**config.mk**
```make
export PLATFORM = sky130hd
export DESIGN_NAME = ps2_keystream_decoder
export DESIGN_NICKNAME = d
export VERILOG_FILES = /design/src/rtl/ps2_keystream_decoder_pkg.sv /design/src/rtl/ps2_scan_lut.sv /design/src/rtl/ps2_keystream_decoder.sv
export SDC_FILE = /design/constraint.sdc
export NUM_CORES = 1
export LEC_CHECK = 0
export CAP_MARGIN = 30
export CORE_ASPECT_RATIO = 1.2
export CORE_UTILIZATION = 40
export DETAILED_ROUTE_END_ITERATION = 10
export GPL_TIMING_DRIVEN = 0
export PLACE_DENSITY = 0.62
export SLEW_MARGIN = 30
export SYNTH_ARGS = -nofsm -noshare
export SYNTH_HDL_FRONTEND = slang
export SYNTH_SLANG_ARGS = --single-unit
export TNS_END_PERCENT = 1
```
**constraint.sdc**
```tcl
create_clock -name clk -period 14.41 [get_ports clk]
set_clock_uncertainty 0.05 [all_clocks]
set_input_delay 3.6025 -clock clk [delete_from_list [all_inputs] [get_ports clk]]
set_output_delay 3.6025 -clock clk [all_outputs]
set_load 0.03 [all_outputs]
```
**src/rtl/ps2_keystream_decoder_pkg.sv**
```systemverilog
// ps2_keystream_decoder_pkg: scan-code/ASCII constants and prefix-state type shared by the decoder files
package ps2_keystream_decoder_pkg;
  typedef enum logic [1:0] {IDLE, EXT, BRK, EXT_BRK} state_t;
  localparam logic [7:0] PS2_EXT   = 8'hE0;
  localparam logic [7:0] PS2_BRK   = 8'hF0;
  localparam logic [7:0] LSHIFT    = 8'h12;
  localparam logic [7:0] RSHIFT    = 8'h59;
  localparam logic [7:0] CAPS      = 8'h58;
  localparam logic [7:0] ENTER     = 8'h5A;
  localparam logic [7:0] BKSP      = 8'h66;
  localparam logic [7:0] SPACE_KEY = 8'h29;
  localparam logic [7:0] KP_SLASH  = 8'h4A;
  localparam logic [7:0] KP_MINUS  = 8'h7B;
  localparam logic [7:0] KP_STAR   = 8'h7C;
  localparam logic [7:0] KP_PLUS   = 8'h79;
  localparam logic [7:0] NUL       = 8'h00;
  localparam logic [7:0] LF        = 8'h0A;
  localparam logic [7:0] BS        = 8'h08;
  localparam logic [7:0] SPACE     = 8'h20;
  // Keyboard self-test/ack/echo/resend bytes carry no key information.
  function automatic logic is_ignored(input logic [7:0] c);
    return c == 8'hAA || c == 8'hFA || c == 8'hEE || c == 8'hFE;
  endfunction
endpackage

```
**src/rtl/ps2_scan_lut.sv**
```systemverilog
// ps2_scan_lut: combinational set-2 scan code to ASCII lookup
// Ports: code/ext select the key, upper selects letter case, shift selects digit-row symbols;
// ascii is 8'h00 for any code that produces no character.
module ps2_scan_lut
  import ps2_keystream_decoder_pkg::*;
#(
  parameter int SHIFT_SYMBOLS = 1
) (
  input  logic [7:0] code,
  input  logic       ext,
  input  logic       upper,
  input  logic       shift,
  output logic [7:0] ascii
);
  logic [7:0] lo, hi;
  logic       letter;
  always_comb begin
    lo = NUL;
    hi = NUL;
    case (code)
      8'h1C: lo = 8'h61;
      8'h32: lo = 8'h62;
      8'h21: lo = 8'h63;
      8'h23: lo = 8'h64;
      8'h24: lo = 8'h65;
      8'h2B: lo = 8'h66;
      8'h34: lo = 8'h67;
      8'h33: lo = 8'h68;
      8'h43: lo = 8'h69;
      8'h3B: lo = 8'h6A;
      8'h42: lo = 8'h6B;
      8'h4B: lo = 8'h6C;
      8'h3A: lo = 8'h6D;
      8'h31: lo = 8'h6E;
      8'h44: lo = 8'h6F;
      8'h4D: lo = 8'h70;
      8'h15: lo = 8'h71;
      8'h2D: lo = 8'h72;
      8'h1B: lo = 8'h73;
      8'h2C: lo = 8'h74;
      8'h3C: lo = 8'h75;
      8'h2A: lo = 8'h76;
      8'h1D: lo = 8'h77;
      8'h22: lo = 8'h78;
      8'h35: lo = 8'h79;
      8'h1A: lo = 8'h7A;
      8'h45: begin lo = 8'h30; hi = 8'h29; end
      8'h16: begin lo = 8'h31; hi = 8'h21; end
      8'h1E: begin lo = 8'h32; hi = 8'h40; end
      8'h26: begin lo = 8'h33; hi = 8'h23; end
      8'h25: begin lo = 8'h34; hi = 8'h24; end
      8'h2E: begin lo = 8'h35; hi = 8'h25; end
      8'h36: begin lo = 8'h36; hi = 8'h5E; end
      8'h3D: begin lo = 8'h37; hi = 8'h26; end
      8'h3E: begin lo = 8'h38; hi = 8'h2A; end
      8'h46: begin lo = 8'h39; hi = 8'h28; end
      8'h4E: begin lo = 8'h2D; hi = 8'h5F; end
      8'h55: begin lo = 8'h3D; hi = 8'h2B; end
      8'h70: lo = 8'h30;
      8'h69: lo = 8'h31;
      8'h72: lo = 8'h32;
      8'h7A: lo = 8'h33;
      8'h6B: lo = 8'h34;
      8'h73: lo = 8'h35;
      8'h74: lo = 8'h36;
      8'h6C: lo = 8'h37;
      8'h75: lo = 8'h38;
      8'h7D: lo = 8'h39;
      KP_MINUS:  lo = 8'h2D;
      KP_STAR:   lo = 8'h2A;
      KP_PLUS:   lo = 8'h2B;
      SPACE_KEY: lo = SPACE;
      ENTER:     lo = LF;
      BKSP:      lo = BS;
      default: ;
    endcase
    letter = lo >= 8'h61 && lo <= 8'h7A;
    ascii = ext ? (code == KP_SLASH ? 8'h2F : code == ENTER ? LF : NUL)
          : letter ? (upper ? lo - 8'h20 : lo)
          : (SHIFT_SYMBOLS != 0 && shift && hi != NUL) ? hi : lo;
  end
endmodule

```
**src/rtl/ps2_keystream_decoder.sv**
```systemverilog
// ps2_keystream_decoder: PS/2 set-2 byte stream to ASCII with prefix FSM, modifiers and output FIFO
// Ports: code_in/code_valid from the PS/2 receiver; ascii_out/ascii_valid/ascii_ready drain the FIFO;
// shift_active/caps_active mirror modifier state; overflow is sticky after a dropped character.
module ps2_keystream_decoder
  import ps2_keystream_decoder_pkg::*;
#(
  parameter int FIFO_DEPTH    = 8,
  parameter int SHIFT_SYMBOLS = 1
) (
  input  logic       clk,
  input  logic       rst,
  input  logic [7:0] code_in,
  input  logic       code_valid,
  output logic [7:0] ascii_out,
  output logic       ascii_valid,
  input  logic       ascii_ready,
  output logic       shift_active,
  output logic       caps_active,
  output logic       overflow
);
  localparam int AW = $clog2(FIFO_DEPTH);
  state_t state, state_nx;
  logic do_make, do_break, ext;
  logic lshift, rshift, caps, caps_held;
  logic [7:0] lut_ascii;
  logic [7:0] mem [FIFO_DEPTH];
  logic [AW:0] wptr, rptr;
  logic empty, full, push, pop, push_ok;
  always_comb begin
    state_nx = state;
    do_make = 1'b0;
    do_break = 1'b0;
    ext = state == EXT || state == EXT_BRK;
    if (code_valid) begin
      if (is_ignored(code_in)) state_nx = IDLE;
      else if (state == IDLE && code_in == PS2_EXT) state_nx = EXT;
      else if ((state == IDLE || state == EXT) && code_in == PS2_BRK) state_nx = state == IDLE ? BRK : EXT_BRK;
      else begin
        state_nx = IDLE;
        do_make = state == IDLE || state == EXT;
        do_break = state == BRK || state == EXT_BRK;
      end
    end
  end
  always_ff @(posedge clk) state <= rst ? IDLE : state_nx;
  // caps_held suppresses re-toggling while Caps Lock typematic-repeats.
  always_ff @(posedge clk) begin
    if (rst) begin
      lshift <= 1'b0;
      rshift <= 1'b0;
      caps <= 1'b0;
      caps_held <= 1'b0;
    end else if (do_make) begin
      if (code_in == LSHIFT) lshift <= 1'b1;
      if (code_in == RSHIFT) rshift <= 1'b1;
      if (code_in == CAPS) begin
        if (!caps_held) caps <= ~caps;
        caps_held <= 1'b1;
      end
    end else if (do_break) begin
      if (code_in == LSHIFT) lshift <= 1'b0;
      if (code_in == RSHIFT) rshift <= 1'b0;
      if (code_in == CAPS) caps_held <= 1'b0;
    end
  end
  assign shift_active = lshift | rshift;
  assign caps_active = caps;
  ps2_scan_lut #(.SHIFT_SYMBOLS(SHIFT_SYMBOLS)) u_lut (
    .code (code_in),
    .ext  (ext),
    .upper(shift_active ^ caps),
    .shift(shift_active),
    .ascii(lut_ascii)
  );
  assign empty = wptr == rptr;
  assign full = wptr[AW] != rptr[AW] && wptr[AW-1:0] == rptr[AW-1:0];
  assign push = do_make && lut_ascii != NUL;
  assign pop = !empty && ascii_ready;
  // A full FIFO still accepts a push when the head leaves in the same cycle.
  assign push_ok = push && (!full || pop);
  always_ff @(posedge clk) begin
    if (rst) begin
      wptr <= '0;
      rptr <= '0;
      overflow <= 1'b0;
    end else begin
      if (push_ok) begin
        mem[wptr[AW-1:0]] <= lut_ascii;
        wptr <= wptr + 1'b1;
      end
      if (pop) rptr <= rptr + 1'b1;
      if (push && !push_ok) overflow <= 1'b1;
    end
  end
  assign ascii_valid = !empty;
  assign ascii_out = empty ? NUL : mem[rptr[AW-1:0]];
endmodule
```
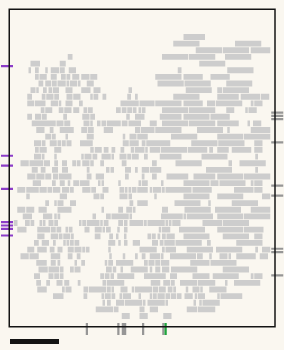
(images/io_placement.png)
The bar under the picture is 20 um long. Pins as bars across the die edge, other pins in grey.
| colour | port | pins | direction | edge |
|---|---|---|---|---|
| purple | code_in | 8 | input | left |
| green | overflow | 1 | output | bottom |
all pins by edge: 9 right, 8 left, 7 bottom

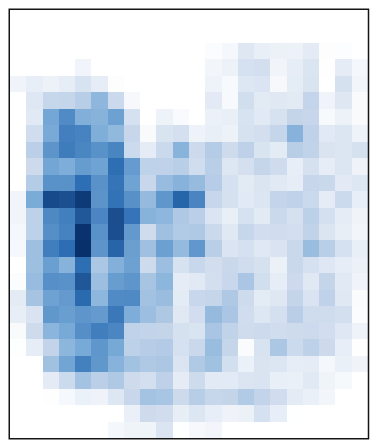
(images/metal_density.png)
22 x 26 tiles, from white (low) to dark blue (high), scaled to the fullest tile. Values are wire area over tile area, all layers added.
mean over tiles: 0.19
nearly empty tiles: 23%
tiles over half the peak: 14%
emptiest ninth of the die: top centre

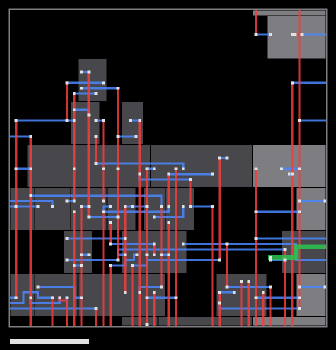
(images/detail.png)
The bar under the picture is 5 um long. Window x 44 to 64, y 81 to 101 um. Cells in grey, sequential cells in the stronger grey; small squares are vias.
| colour | layer |
|---|---|
| red | metal 2 |
| green | metal 3 |
| blue | metal 1 |
most frequent: a21oi_1 (3)
sequential cells in the window: 0
cells with their middle in the window: 16

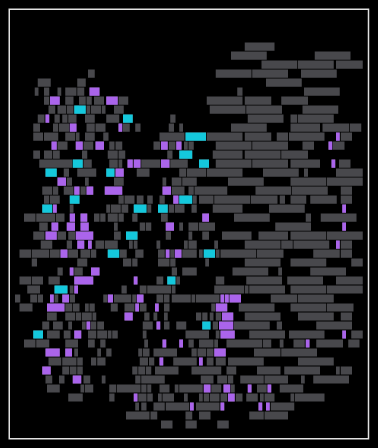
(images/logic_types.png)
| colour | family | cells |
|---|---|---|
| purple | NOR gates | 86 |
| cyan | AND-OR and OR-AND gates | 20 |

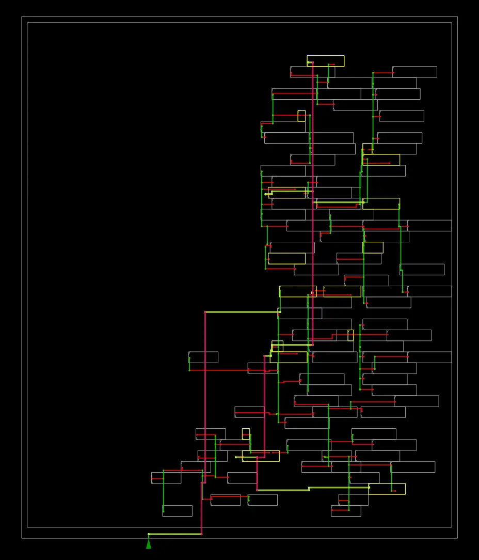
(images/clocks.png)
flop count: 82
Num CTS Buffers: 9

==> run summary <==
Status: finished, final reports clean
Final GP Congestion: 1.06
Yosys stat area: 5410 um2
Largest class: multi-input combinational cells
Commonest Layout Cell: edfxtp_1
Share of cells above drive strength 1: 0.190
Comb pwr share: 0.285
CP Max Fanout: 10
Fp util: 0.410
Fill cells: 1,209
Top cell area share: 0.355
Largest net degree at the start of global routing: 15
Setup-failing EPs final: 0
First-pass GRT wire length: 24,900 um
Met1 Use GR: 0.258
Seq. pwr: 267 uW
GR Util met2: 0.425
H-tree depth: 3
Required time of the critical path: 14.40 ns
CTS tree: built
Die area: 14,000 um2
Worst Setup SP: code_in[6]
Slew Viols, Final: 0
Worst VDD drop: 83.2 uV
Grt ovf: 0
Distinct lib cells: 103
Met2 wire len: 7900 um
Drt via density: 6.15
Via count: 4,367
Critical Path Sink: mem[0][1]$_DFFE_PP_
Basic Gates by Area: 0.227
Die H: 129 um
Tapcell count: 168
Post-route ant nets: 0
Vias in the first global route: 4,434
Most common cell in the netlist: edfxtp_1
Post-placement cell area: 5870 um2
# resized after CTS: 0
Combinational Area: 2850 um2
Seq/Total Area, Yosys: 0.422
Input/output buffers: 20
Synthesis Warnings: 0
Biggest area cells: edfxtp_1 36%, dfxtp_1 6.7%, mux4_2 6.7%
CP Buf/Inv Count: 5
Final nets: 553
Power Density: 110 nW/um2
Late-Pin Clk Latency: 0.34 ns
Biggest area consumer among synthesized cells: edfxtp_1
Clock network fraction of design power: 0.322
DR WL met3: 812 um
Syn_nets: 519
Nonclk buf count: 65
Worst setup margin: 5.59 ns
Main logic family after synthesis: simple AND/OR/NAND/NOR gates
RSZ-0062 raised after global routing: no
Total Wirelength: 15,700 um
Final Hold Vio Count: 0
Final clock-cell share: 0.0473
Async set-reset flop share out of synthesis: 0
First-pass DRT Iterations: 5
Min Hold Slack: 0.422 ns
Worst path max stage delay: 0.62 ns
Non-Filler Instances: 710
Post-synth top cells: 64 x edfxtp_1, 34 x nand2_1, 34 x nor2_1
CP cell instances: clkdlybuf4s50_1, buf_4, nor2b_1, nand3_1, a21oi_1, or4_4, inv_1, nand3_1, ha_1, inv_1, a21oi_1, nand4b_2, a31o_4, mux2i_1, o21a_1, a21oi_4, nand2_1, nor4_2, buf_4
Post-Synth AOI/OAI Area: 0.166
Die Wd: 108 um
Tmin final: 8.82 ns
Reg power frac: 0.393
Reg area: 2280 um2
Adder Area Share: 0.00925
Post-placement cell count: 694
Switching power: 205 uW
Critical path arrival: 8.81 ns
Grt met3 use: 0.0397
Clock slew at reported path FFs: 0.06 ns
Internal: 475 uW
Sequential portion of the cell area: 0.370
GR Util All Layers: 0.240
Top cells excl fill/tap: 64 x edfxtp_1, 34 x nor2_1, 34 x nand2_1
Startpoint Class: input pin
Switching Share: 0.301
Total power: 680 uW
R2R cell count: 11
Setup Fix Bufs, Post-CTS: 0
Hold Path Origin: overflow$_SDFFE_PP0P_
Number of synthesized flops with an enable pin: 64
Routed WL per cell: 22.1 um
Fmax: 113 MHz
Syn avg cell area: 10.8 um2
Comb gates: 362
Antenna cells: 0
Initial drt markers: 252
Inverters, non-clock: 17
Uppermost layer routed: met4
Buffering overhead: 0.0761
Power is estimated from default activity; no workload was simulated.
